`src/rtl/execute_alu_arbiter.sv`:
```
`default_nettype none
// ============================================================================
// Module   : execute_alu_arbiter
// Brief    : Round-robin share of one ALU between two execute requesters,
//            with a single registered, backpressured result slot.
// Revision : 1.0 - initial release
// ============================================================================
module execute_alu_arbiter #(
    parameter int TAG_W = 4,
    parameter int CNT_W = 16
) (
    input  logic             clk,
    input  logic             rst,
    input  logic             req0_valid,
    output logic             req0_ready,
    input  logic [31:0]      req0_a,
    input  logic [31:0]      req0_b,
    input  logic [2:0]       req0_op,
    input  logic [TAG_W-1:0] req0_tag,
    input  logic             req1_valid,
    output logic             req1_ready,
    input  logic [31:0]      req1_a,
    input  logic [31:0]      req1_b,
    input  logic [2:0]       req1_op,
    input  logic [TAG_W-1:0] req1_tag,
    output logic [31:0]      alu_a,
    output logic [31:0]      alu_b,
    output logic [2:0]       alu_op,
    input  logic [31:0]      alu_c,
    output logic             res_valid,
    input  logic             res_ready,
    output logic [31:0]      res_data,
    output logic             res_src,
    output logic [TAG_W-1:0] res_tag,
    output logic             res_err,
    output logic [CNT_W-1:0] cnt0,
    output logic [CNT_W-1:0] cnt1
);

    localparam logic [2:0] c_OP_UNSUPPORTED = 3'b010;

    logic             r_res_valid;
    logic [31:0]      r_res_data;
    logic             r_res_src;
    logic [TAG_W-1:0] r_res_tag;
    logic             r_res_err;
    logic [CNT_W-1:0] r_cnt0;
    logic [CNT_W-1:0] r_cnt1;
    logic             r_rr_last;

    logic             w_can_accept;
    logic             w_gnt_valid;
    logic             w_gnt_idx;
    logic [31:0]      w_a;
    logic [31:0]      w_b;
    logic [2:0]       w_op;
    logic [TAG_W-1:0] w_tag;

    // Reset gates acceptance so no handshake completes during the rst cycle.
    always_comb begin
        w_can_accept = (~r_res_valid | res_ready) & ~rst;
        w_gnt_valid  = w_can_accept & (req0_valid | req1_valid);
        if (req0_valid && req1_valid) begin
            w_gnt_idx = ~r_rr_last;
        end else begin
            w_gnt_idx = req1_valid;
        end
    end

    always_comb begin
        w_a   = w_gnt_idx ? req1_a   : req0_a;
        w_b   = w_gnt_idx ? req1_b   : req0_b;
        w_op  = w_gnt_idx ? req1_op  : req0_op;
        w_tag = w_gnt_idx ? req1_tag : req0_tag;
    end

    assign alu_a      = w_gnt_valid ? w_a  : 32'd0;
    assign alu_b      = w_gnt_valid ? w_b  : 32'd0;
    assign alu_op     = w_gnt_valid ? w_op : 3'd0;
    assign req0_ready = w_gnt_valid & ~w_gnt_idx;
    assign req1_ready = w_gnt_valid &  w_gnt_idx;

    always_ff @(posedge clk) begin
        if (rst) begin
            r_res_valid <= 1'b0;
            r_res_data  <= 32'd0;
            r_res_src   <= 1'b0;
            r_res_tag   <= '0;
            r_res_err   <= 1'b0;
            r_rr_last   <= 1'b1;
        end else if (w_gnt_valid) begin
            r_res_valid <= 1'b1;
            r_res_src   <= w_gnt_idx;
            r_res_tag   <= w_tag;
            r_rr_last   <= w_gnt_idx;
            if (w_op == c_OP_UNSUPPORTED) begin
                r_res_data <= 32'd0;
                r_res_err  <= 1'b1;
            end else begin
                r_res_data <= alu_c;
                r_res_err  <= 1'b0;
            end
        end else if (res_ready) begin
            r_res_valid <= 1'b0;
        end
    end

    // Grant counters saturate at all-ones rather than wrapping.
    always_ff @(posedge clk) begin
        if (rst) begin
            r_cnt0 <= '0;
            r_cnt1 <= '0;
        end else begin
            if (req0_ready && r_cnt0 != {CNT_W{1'b1}}) begin
                r_cnt0 <= r_cnt0 + 1'b1;
            end
            if (req1_ready && r_cnt1 != {CNT_W{1'b1}}) begin
                r_cnt1 <= r_cnt1 + 1'b1;
            end
        end
    end

    assign res_valid = r_res_valid;
    assign res_data  = r_res_data;
    assign res_src   = r_res_src;
    assign res_tag   = r_res_tag;
    assign res_err   = r_res_err;
    assign cnt0      = r_cnt0;
    assign cnt1      = r_cnt1;

endmodule
`default_nettype wire
```
`config.mk`:
```
export PLATFORM = sky130hd
export DESIGN_NAME = execute_alu_arbiter
export DESIGN_NICKNAME = d
export VERILOG_FILES = /design/src/rtl/execute_alu_arbiter.sv
export SDC_FILE = /design/constraint.sdc
export NUM_CORES = 1
export LEC_CHECK = 0
export CAP_MARGIN = 20
export CORE_ASPECT_RATIO = 0.75
export CORE_MARGIN = 8
export CORE_UTILIZATION = 30
export CTS_CLUSTER_SIZE = 12
export DETAILED_ROUTE_END_ITERATION = 16
export GPL_ROUTABILITY_DRIVEN = 0
export HOLD_SLACK_MARGIN = 0.03
export PLACE_DENSITY = 0.78
export SLEW_MARGIN = 20
export SYNTH_ARGS = -nofsm -noshare
export SYNTH_HDL_FRONTEND = slang
export SYNTH_SLANG_ARGS = --single-unit
```
`constraint.sdc`:
```
create_clock -name clk -period 2.35 [get_ports clk]
set_input_delay 0.5875 -clock clk [delete_from_list [all_inputs] [get_ports clk]]
set_output_delay 0.5875 -clock clk [all_outputs]
set_load 0.005 [all_outputs]
```
Signal wires on met1:
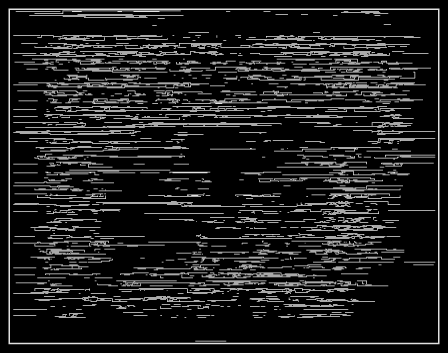
- wire length on this layer: 8490 um
- nets with wire on the layer: 986
- share of all routed wire: 40%
- longest straight run: 52.9 um
- main direction: horizontal

Met2 routing:
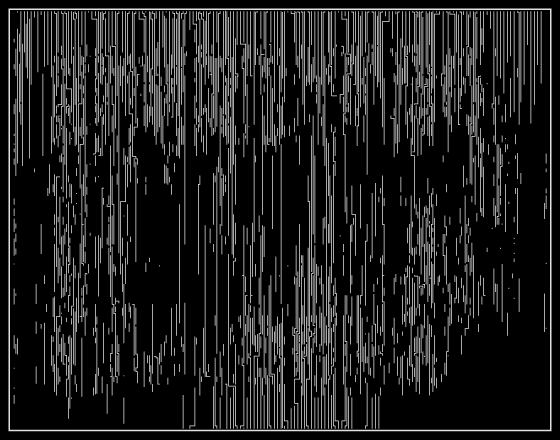
- share of all routed wire: 51%
- nets with wire on the layer: 923
- longest straight run: 53.7 um
- main direction: vertical
- wire length on this layer: 10900 um

==> impl_metrics.toml <==
# generated from flow reports
[layout]
buffer_area_frac = 0.444
final-comb-area_um2 = 2600
clock_area_frac = 0.0386
fill_cells = 1112
lay_top_count = "clkdlybuf4s50_1"
layoutNonFillerInstCount = 1092

[timing]
worst_pin_slew_ns = 0.809
fin_crit_sh = 1.02
setup_viol = 17
skew_ns = 0.00994
setup_ws_ns = -0.0576

[routing]
vias = 5394
vias_per_cell = 4.94
highest_layer = "met4"
m1WireLength_mm = 8.49
drc_errors = 0
drtIter0Drc = 304

[global_routing]
grt_start_max_net_pins = 46
grt_pass1_wl_mm = 30.8
antenna_found_initial = 4

[placed_design]
place_hpwl_mm = 15.5
pre_cts_ws_ns = -0.828

[synth]
netlist_instances = 559
synth_top_area_share = 0.373
ys_warn_count = 0
ys_seq_share = 0.373
topCellsByArea = "dfxtp_1 (37%), nand2_1 (15%), a21oi_1 (10%)"
yosys_most_used_dff = "dfxtp_1"
numSynthFlops = 72
yosysCellCount = 559

[critical_path]
endpoint = "alu_a[30]"
r2r_start = "res_valid"
cp.depth = 10
arrival_ns = 1.82
end_kind = "output port"
critPathMaxFanout = 5

[pwr]
p_sw_mw = 1.03
power_mw = 3.89
clk-power_mw = 1.46
pg_comb_mw = 1.13

[outcome]
violations = "negative setup slack"
outcome = "finished with violations"

[clock_network]
cts.sinks = 72
cts.path.max_buffers = 2
root_buffer = "clkbuf_16"

[floorplan]
die_h_um = 114
ios = 319
die_x_um = 147

[flow_run]
max-cap-violations = 0
Metal 3:
Bar = 50 um.
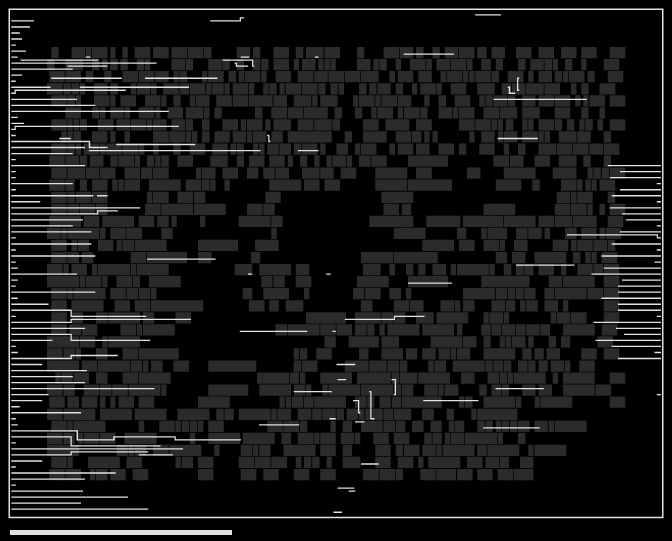
- wire length on this layer: 1760 um
- share of all routed wire: 8.2%
- main direction: horizontal
- nets with wire on the layer: 150
- longest straight run: 38.4 um

Signal wires on met4:
Bar = 50 um.
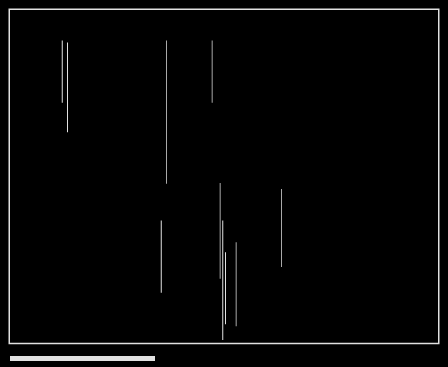
- wire length on this layer: 299 um
- longest straight run: 49.0 um
- share of all routed wire: 1.4%

[cell usage after synthesis, types with 2 or more instances]
library cell	instances
nand2_1	152
a21oi_1	81
dfxtp_1	72
nor2_1	66
clkbuf_1	42
a22oi_1	32
xnor2_1	24
nand3_1	12
nor4_1	12
nor3_1	8
nand4_1	7
inv_1	5
a211oi_1	4
and3_1	4
nor4b_1	4
and4_1	3
mux2i_1	3
nand2b_1	3
nor2b_1	3
o21ai_0	3
or3_1	3
or4_1	3
ha_1	2
[cell families after synthesis]
logic type | share of synthesized area
AOI/OAI and AO/OA | 0.192
xor gates and xnor gates | 0.0544
adders and majority gates | 0.00647
buffers and inverters | 0.0469
DFF | 0.373
muxes | 0.00776
and+or+nand+nor | 0.320
